==> config.mk <==
export PLATFORM = sky130hd
export DESIGN_NAME = fetch_sequencer
export DESIGN_NICKNAME = d
export VERILOG_FILES = /design/src/rtl/fetch_sequencer_pkg.sv /design/src/rtl/fetch_sequencer_npc_calc.sv /design/src/rtl/fetch_sequencer.sv
export SDC_FILE = /design/constraint.sdc
export NUM_CORES = 1
export LEC_CHECK = 0
export CAP_MARGIN = 25
export CORE_ASPECT_RATIO = 0.5
export CORE_MARGIN = 2
export CORE_UTILIZATION = 46
export CTS_CLUSTER_DIAMETER = 40
export DETAILED_ROUTE_END_ITERATION = 10
export PLACE_DENSITY = 0.89
export SLEW_MARGIN = 20
export SYNTH_ARGS = -nofsm -noshare
export SYNTH_HDL_FRONTEND = slang
export SYNTH_HIERARCHICAL = 1
export SYNTH_SLANG_ARGS = --single-unit
==> constraint.sdc <==
create_clock -name CLK -period 12.3 [get_ports CLK]
set_input_delay 3.075 -clock CLK [delete_from_list [all_inputs] [get_ports CLK]]
set_output_delay 3.075 -clock CLK [all_outputs]
set_load 0.005 [all_outputs]
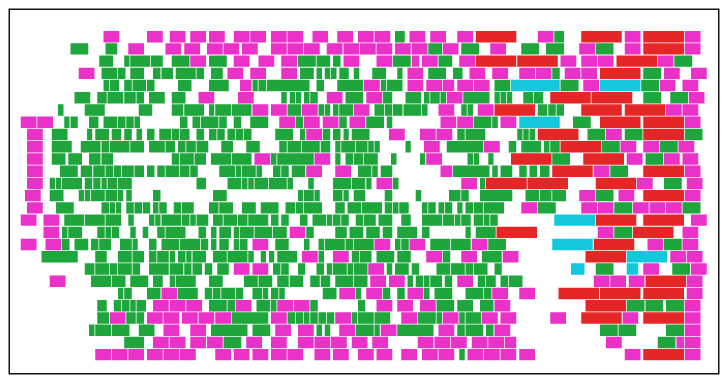
run_1/class_map.png
legend:
  red:
    class: sequential cells
    cells: 40
    share_of_their_area: 13%
  green:
    class: remaining logic cells
    cells: 553
    share_of_their_area: 52%
  cyan:
    class: clock drivers and dummy loads
    cells: 8
    share_of_their_area: 2.2%
  magenta:
    class: remaining buffers and delay cells
    cells: 261
    share_of_their_area: 33%
Post-Route Utilization: 71.4%
fin area: 8010 um^2
Seq/total area: 12.5%

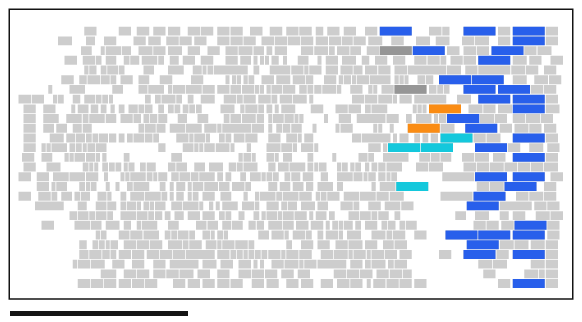
run_1/ff_map.png
The bar under the picture is 50 um long.
legend:
  cyan:
    name_in_the_netlist: wait_cnt
    flops: 4
    where: middle right
  orange:
    name_in_the_netlist: state
    flops: 2
  blue:
    name_in_the_netlist: instr
    flops: 32
    where: a vertical strip on the right
register area: 1000 um^2
Sequential Power: 229 uW

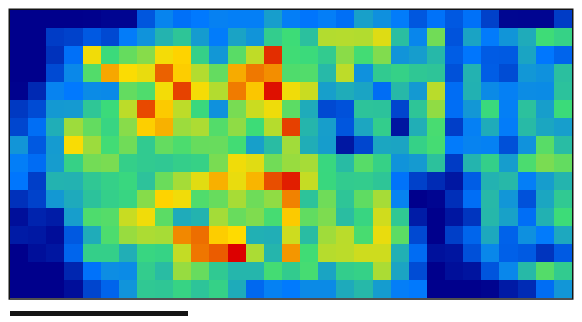
run_1/route_heat.png
The bar under the picture is 50 um long. 31 x 16 tiles, from dark blue (low) to red (high), scaled to the fullest tile. Values are wire area over tile area, all layers added.
tiles over half the peak: 32%
nearly empty tiles: 6.7%
emptiest ninth of the die: lower right
Avg WL per Cell: 18.9 um
Routed WL: 19.3 mm
gr usage total: 29.3%
via count: 5843

==> changes_impl.md, run 1 <==
## Flow update

* Vias per cell at about 5.7
* Htree depth at 2
* Nets at around 1100
* First-pass GRT wire length at 29.2 mm
* Post-CTS setup buffers at 0
* Area growth syn-to-layout at 47.9%
* Buffers on Ports at 257
* Number of nets at floorplan at 850
* Die y size at ~81 um
* CTS Root Buffer Type: clkbuf_16
* Placed inst area at a little under 8000 um^2
* Initial antenna violation count at 0
* EDFF count, synth at 0
* Hold path depth at 1
* Core area at between 10000 and 15000 um^2
* Unrepaired setup endpoints after global routing: false
* TNS Setup at 0 ns
* Number of fill cells in the layout at 857
* Yosys warns at 6
* Synth top cells by count: nor2_1 (59), a21oi_1 (55), nand2_1 (49), dfrtp_1 (40), o21ai_0 (40)
* Global-route layer with the greatest usage: met2
* Clock Latency Late Sink at around 0.28 ns
* Layout cells sized above 1 at 8.70%
* CTS Buf Count at 5
* Fp util at between 40% and 50%
* Worst VDD drop at between 0.00007 and 0.00008 V
* Post-synth ARST share at 100%
* Ys flops at roughly 40
* Worst slack, placed at roughly 1.1 ns
* RD Place Congestion at 0.943
* Top-count cell post-synth: nor2_1
* Clock tree buffer depth at 2
* Dominant cell area share at around 18%
* P_leak at about 3.3 nW
* Worst-path clk slew at about 0.06 ns
* Routed Antenna Nets at 0
* Total power draw at slightly above 800 uW
* Final Hold Violation Tally at 0
* Arrival @ worst endpoint at 8.30 ns
* # Cells Yosys at about 650
* Final Worst Setup Slack at approximately 0.93 ns
* Final setup fails at 0
* CTS tree: done
* Slew @ Worst Pin at 0.911 ns
* Mapped Avg Cell Area at about 8.3 um^2
* Ports at 260
* Synthesized area at approximately 5400 um^2
* Detail Placement HPWL at about 16 mm
* DIE AREA at between 10000 and 15000 um^2
* Ys flop type: dfrtp_1
* Yosys cell types at between 70 and 80
* First drt pass iteration count at 5
* Fmax at 87.9 MHz
* GR Util met1 at 39.1%
* DR DRC count at 0
* PwrDens at around 100 nW/um^2
* R2r setup slk at slightly above 10 ns
* Syn Inst Count at 653
* # rows at 27
* Worst min-delay path class: flop to flop
* Crit path launch type: input pin
* Critical path class: input pin to primary output
* Seq share, synth at around 18%
* Pin count of the biggest net entering global routing at between 40 and 50
* Tool warnings at 32
* Grt total ovfl at 0
* Horiz. Die Dim at roughly 160 um
* Pins Over Slew Limit at 0
* Post-synth top area cell: dfrtp_1
* Max FFs per register at 32
* Vias in the first global route at 5467
* Worst r2r path cells at 3
* Max Cap Viol at 0
* M2 GR Usage at between 50 and 60%
* Final period util at 92.4%
* Setup Skew at 0.00652 ns
* Cts repair resizes at 0
* CTS Hold Bufs at 0
* Slew Limit Headroom at 39.2%
* Critical path required time at roughly 9 ns
* N_diodes at 0
* Sink Count at 40
* Synth top area cells: dfrtp_1 (18%), ha_1 (8.1%), mux2_2 (7.3%)
* Area reported by Yosys stat at 5420 um^2
* Iteration-0 DRC Markers at 538
* Min Clock Period, post-route at ~11 ns
* CP max FO at 7
* Status: completed
* CP endpoint kind: primary output
* GR Layer Usage met3 at a little under 3%
run 1: report_power, final:
part           switching [mW]  total (mW)  internal, mW  leakage [nW]
Clock                  0.0508       0.147        0.0962        0.0804
Combinational           0.174       0.437         0.263          2.72
Sequential             0.0346       0.229         0.195         0.475
Total                   0.260       0.814         0.554          3.28
run 1: cell usage in the layout, fill, tap and decap left out, types with 7 or more instances in the layout:
cell type          n
a21o_1            20
a21oi_1           55
clkdlybuf4s50_1  255
dfrtp_1           40
ha_1              35
inv_1             16
mux2_1            31
mux2_2            35
mux2i_1            7
mux4_2             7
nand2_1           49
nand2b_1           8
nand3_1           22
nand4_1            7
nor2_1            59
nor2b_1            8
nor3_1             9
o21ai_0           40
xnor2_1           23
xor2_1            28
run 1: through the flow:
stage          cells  hold WS (ns)  util [%]
4_1_cts         1021         0.487      71.4
5_1_grt         1021         0.503      71.4
3_3_place_gp    1013         0.467      69.9
3_5_place_dp    1013         0.474      69.9
2_1_floorplan    653         0.459         -
6_report        1021         0.482      71.4
run 1: final cells by class:
class	count	area [um^2]	share of cell area (%)
clock buffer	5	125	1.56
multi-input combinational	536	3980	49.7
tap	159	199	2.48
inverter	17	63.8	0.797
clock inverter	3	46.3	0.578
timing repair buffer	261	2590	32.4
sequential	40	1000	12.5
run 1: critical path, stage by stage:
cell and delay [ns]:
clkdlybuf4s50_1 0.61, ha_1 0.23, nand3_1 0.19, or3_1 0.47
or2b_1 0.27, xnor2_1 0.17, ha_1 0.38, nand2_1 0.11
nor2_1 0.26, and4_1 0.23, a32oi_1 0.09, a21oi_1 0.33
nor3_1 0.11, nor4bb_1 0.74, mux2i_1 0.27, nor2_1 0.06
mux2_2 0.26, clkdlybuf4s50_1 0.44
run 1: kinds of logic after synthesis:
| group | share of synthesized area [%] |
|---|---|
| AND-OR/OR-AND | 20.5 |
| buffers and inverters | 8.13 |
| multiplexers | 18.4 |
| AND/OR/NAND/NOR | 17.4 |
| adder cells (fa/ha/maj) | 8.45 |
| other | 0.0692 |
| flip-flops | 18.5 |
| XOR/XNOR | 8.55 |
run 1: routing by layer:
metal  routed length (um)  part of all wire, %
met1                 8270                   43
met5                    0                    0
met4                  342                  1.8
met2                 9260                   48
met3                 1440                  7.4
==> run 2, diff against run 1 <==
CORE_ASPECT_RATIO = not set   (was 0.5)
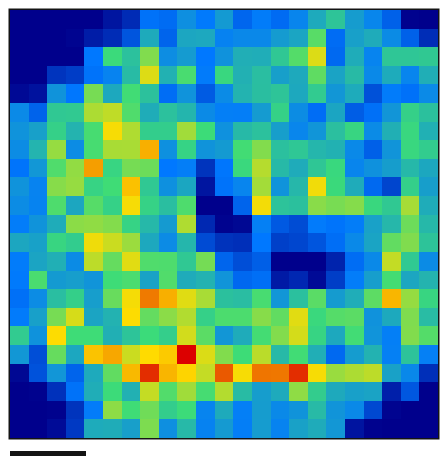
run_2/route_heat.png
The bar under the picture is 20 um long. 23 x 23 tiles, from dark blue (low) to red (high), scaled to the fullest tile. Values are wire area over tile area, all layers added.
tiles over half the peak: 27%
densest ninth of the die: bottom center
fullest tile: 0.65
emptiest ninth of the die: upper left
mean over tiles: 0.25
Routed WL: 19.2 mm
via count: 5828
gr usage total: 29.3%
Avg WL per Cell: 19.1 um

==> run 2 against run 1 <==
Sequential cell count unchanged; register-to-register slack about the same; core utilization decreased by 2.0 points; cell area decreased by 0.56%; sequential share of layout area increased by 0.071 points; critical path type unchanged; critical endpoint unchanged; largest power group unchanged.
==> changes_impl.md, run 2 <==
## Flow update

* Worst min-delay path class: flop to flop (unchanged)
* Worst r2r path cells at 3 (unchanged)
* Horiz. Die Dim at 113 um (was 157 um)
* Synthesized area at 5420 um^2 (unchanged)
* TNS Setup at 0 ns (unchanged)
* Die y size at 113 um (was 80.7 um)
* Clock Latency Late Sink at 0.28 ns (about the same)
* Part of the power in registers at 28.9% (was 28.2%)
* Yosys warns at 6 (unchanged)
* DIE AREA at 12700 um^2 (about the same)
* Comb. cell area at 3980 um^2 (unchanged)
* Htree depth at 2 (unchanged)
* Max FFs per register at 32 (unchanged)
* Syn Inst Count at 653 (unchanged)
* Arrival @ worst endpoint at 8.13 ns (was 8.30 ns)
* Critical path required time at 9.22 ns (about the same)
* Final Hold Violation Tally at 0 (unchanged)
* Layout cells sized above 1 at 8.47% (was 8.70%)
* R2r setup slk at 10.13 ns (was 10.14 ns)
* CTS Buf Count at 5 (unchanged)
* Iteration-0 DRC Markers at 460 (was 538)
* Final period util at 91.1% (was 92.4%)
* DR DRC count at 0 (unchanged)
* RD Place Congestion at 0.975 (was 0.943)
* Vias per cell at 5.80 (was 5.72)
* Net Sw Frac at 32.7% (was 31.9%)
* Ys flops at 40 (unchanged)
* Worst VDD drop at 0.000145 V (was 0.0000762 V)
* Post-CTS setup buffers at 0 (unchanged)
* Unrepaired setup endpoints after global routing: false (unchanged)
* Core area at 11500 um^2 (was 11200 um^2)
* P_leak at 3.27 nW (was 3.28 nW)
* Top cell excl fill/tap: clkdlybuf4s50_1 (unchanged)
* First drt pass iteration count at 5 (unchanged)
* EDFF count, synth at 0 (unchanged)
* CTS Root Buffer Type: clkbuf_16 (unchanged)
* Number of nets at floorplan at 850 (unchanged)
* Sink Count at 40 (unchanged)
* Clk network pwr share at 16.2% (was 18.1%)
* Psw at 263 uW (was 260 uW)
* Nets at 1058 (unchanged)
* Number of fill cells in the layout at 936 (was 857)
* Synth top area cells: dfrtp_1 (18%), ha_1 (8.1%), mux2_2 (7.3%) (unchanged)
* CTS Hold Bufs at 0 (unchanged)
* CP max FO at 7 (unchanged)
* Pint at 540 uW (was 554 uW)
* Yosys cell types at 73 (unchanged)
* Slew @ Worst Pin at 0.962 ns (was 0.911 ns)
* Buffers on Ports at 257 (unchanged)
* Slew Limit Headroom at 35.9% (was 39.2%)
* Post-synth top area cell: dfrtp_1 (unchanged)
* Setup Skew at 0.00380 ns (was 0.00652 ns)
* CP endpoint kind: primary output (unchanged)
* Crit path launch type: input pin (unchanged)
* Most common logic cells in the final layout: clkdlybuf4s50_1 (255), nor2_1 (59), a21oi_1 (55), nand2_1 (49) (unchanged)
* Fp util at 47.2% (was 48.3%)
* Seq share, synth at 18.5% (unchanged)
* # rows at 39 (was 27)
* Area growth syn-to-layout at 47.0% (was 47.9%)
* # Cells Yosys at 653 (unchanged)
* Max Cap Viol at 0 (unchanged)
* Mapped Avg Cell Area at 8.29 um^2 (unchanged)
* Final setup fails at 0 (unchanged)
* N_diodes at 0 (unchanged)
* Top-count cell post-synth: nor2_1 (unchanged)
* Gate power share at 54.9% (was 53.8%)
* Pins Over Slew Limit at 0 (unchanged)
* Post-synth ARST share at 100% (unchanged)
* Critical path class: input pin to primary output (unchanged)
* Dominant cell area share at 18.5% (unchanged)
* Detail Placement HPWL at 15.4 mm (was 15.6 mm)
* Tool warnings at 32 (unchanged)
* Fmax at 89.2 MHz (was 87.9 MHz)
* Vias in the first global route at 5797 (was 5467)
* Worst-path clk slew at 0.06 ns (about the same)
* Ports at 260 (unchanged)
* PwrDens at 101 nW/um^2 (was 102 nW/um^2)
* Area reported by Yosys stat at 5420 um^2 (unchanged)
* Synth top cells by count: nor2_1 (59), a21oi_1 (55), nand2_1 (49), dfrtp_1 (40), o21ai_0 (40) (unchanged)
* Cts repair resizes at 0 (unchanged)
* Ys flop type: dfrtp_1 (unchanged)
* Pin count of the biggest net entering global routing at 47 (unchanged)
* First-pass GRT wire length at 30.1 mm (was 29.2 mm)
* Clock tree buffer depth at 2 (unchanged)
* Hold_ws at 0.487 ns (was 0.482 ns)
* Min Clock Period, post-route at 11.21 ns (was 11.37 ns)
* Routed Antenna Nets at 0 (unchanged)
* Grt total ovfl at 0 (unchanged)
* Hold path depth at 1 (unchanged)
* Status: completed (unchanged)
* Initial antenna violation count at 0 (unchanged)
* CTS tree: done (unchanged)
* Register area at 1000 um^2 (unchanged)
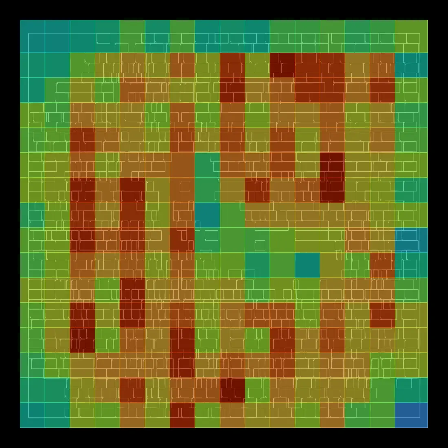
run_2/congestion_map.png
global-route layer with the greatest usage: met2
Post-Route Utilization: 69.4%
GR Layer Usage met3: 3.51%
GR Util met1: 37.6%

[run 2: cells by family (layout without fill, tap and decap cells)]
kind of cell / after synthesis / after routing / synth area share [%]
and+or+nand+nor: 191 / 191 / 17.4
AOI/OAI and AO/OA: 175 / 175 / 20.5
muxes: 81 / 81 / 18.4
buffers and inverters: 77 / 286 / 8.13
xor gates and xnor gates: 52 / 52 / 8.55
DFF: 40 / 40 / 18.5
adders and majority gates: 36 / 36 / 8.45
other: 1 / 1 / 0.0692
[run 2: through the flow]
step / cells / utilization (%) / setup WS (ns) / area [um^2] / total power [mW]
after floorplan: 653 / - / 2.91 / 5420 / 0.427
after global placement: 997 / 68.2 / 1.27 / 7820 / 0.650
after detailed placement: 997 / 68.2 / 1.24 / 7820 / 0.670
after CTS: 1005 / 69.4 / 1.20 / 7960 / 0.803
after global routing: 1005 / 69.4 / 0.846 / 7960 / 0.851
final: 1005 / 69.4 / 1.09 / 7960 / 0.802
[run 2: power by group through the flow]
| stage | clock, mW | combinational [mW] | sequential, mW |
|---|---|---|---|
| detailed placement | 0 | 0.437 | 0.233 |
| floorplan | 0 | 0.195 | 0.231 |
| global placement | 0 | 0.427 | 0.223 |
| finish | 0.130 | 0.440 | 0.232 |
| global route | 0.138 | 0.474 | 0.239 |
| CTS | 0.131 | 0.441 | 0.232 |
[run 2: area by class of cell]
type	count	area share, %
Clock buffer	8	1.84
Inverter	17	0.801
Multi-Input combinational cell	536	50.0
Sequential cell	40	12.6
Tap cell	143	2.25
Timing Repair Buffer	261	32.6
[run 2: worst max-delay path: stages]
cell	delay, ns
clkdlybuf4s50_1	0.60
ha_1	0.25
nand3_1	0.18
or3_1	0.49
or2b_1	0.27
xnor2_1	0.15
ha_1	0.38
nand2_1	0.11
nor2_1	0.26
and4_1	0.22
a32oi_1	0.11
a21oi_1	0.38
nor3_1	0.11
nor4bb_1	0.48
mux2i_1	0.28
nor2_1	0.07
mux2_2	0.26
clkdlybuf4s50_1	0.45
[run 2: routing by layer]
metal | vias to the layer above | share of wire [%] | track usage [%]
li1 | 2766 | - | -
met1 | 2745 | 41 | 37.6
met2 | 284 | 50 | 52.5
met3 | 33 | 7.2 | 3.51
met4 | 0 | 2.4 | 7.32
met5 | - | 0 | 0
No activity file was given, so power comes from the tool's default toggle rates.
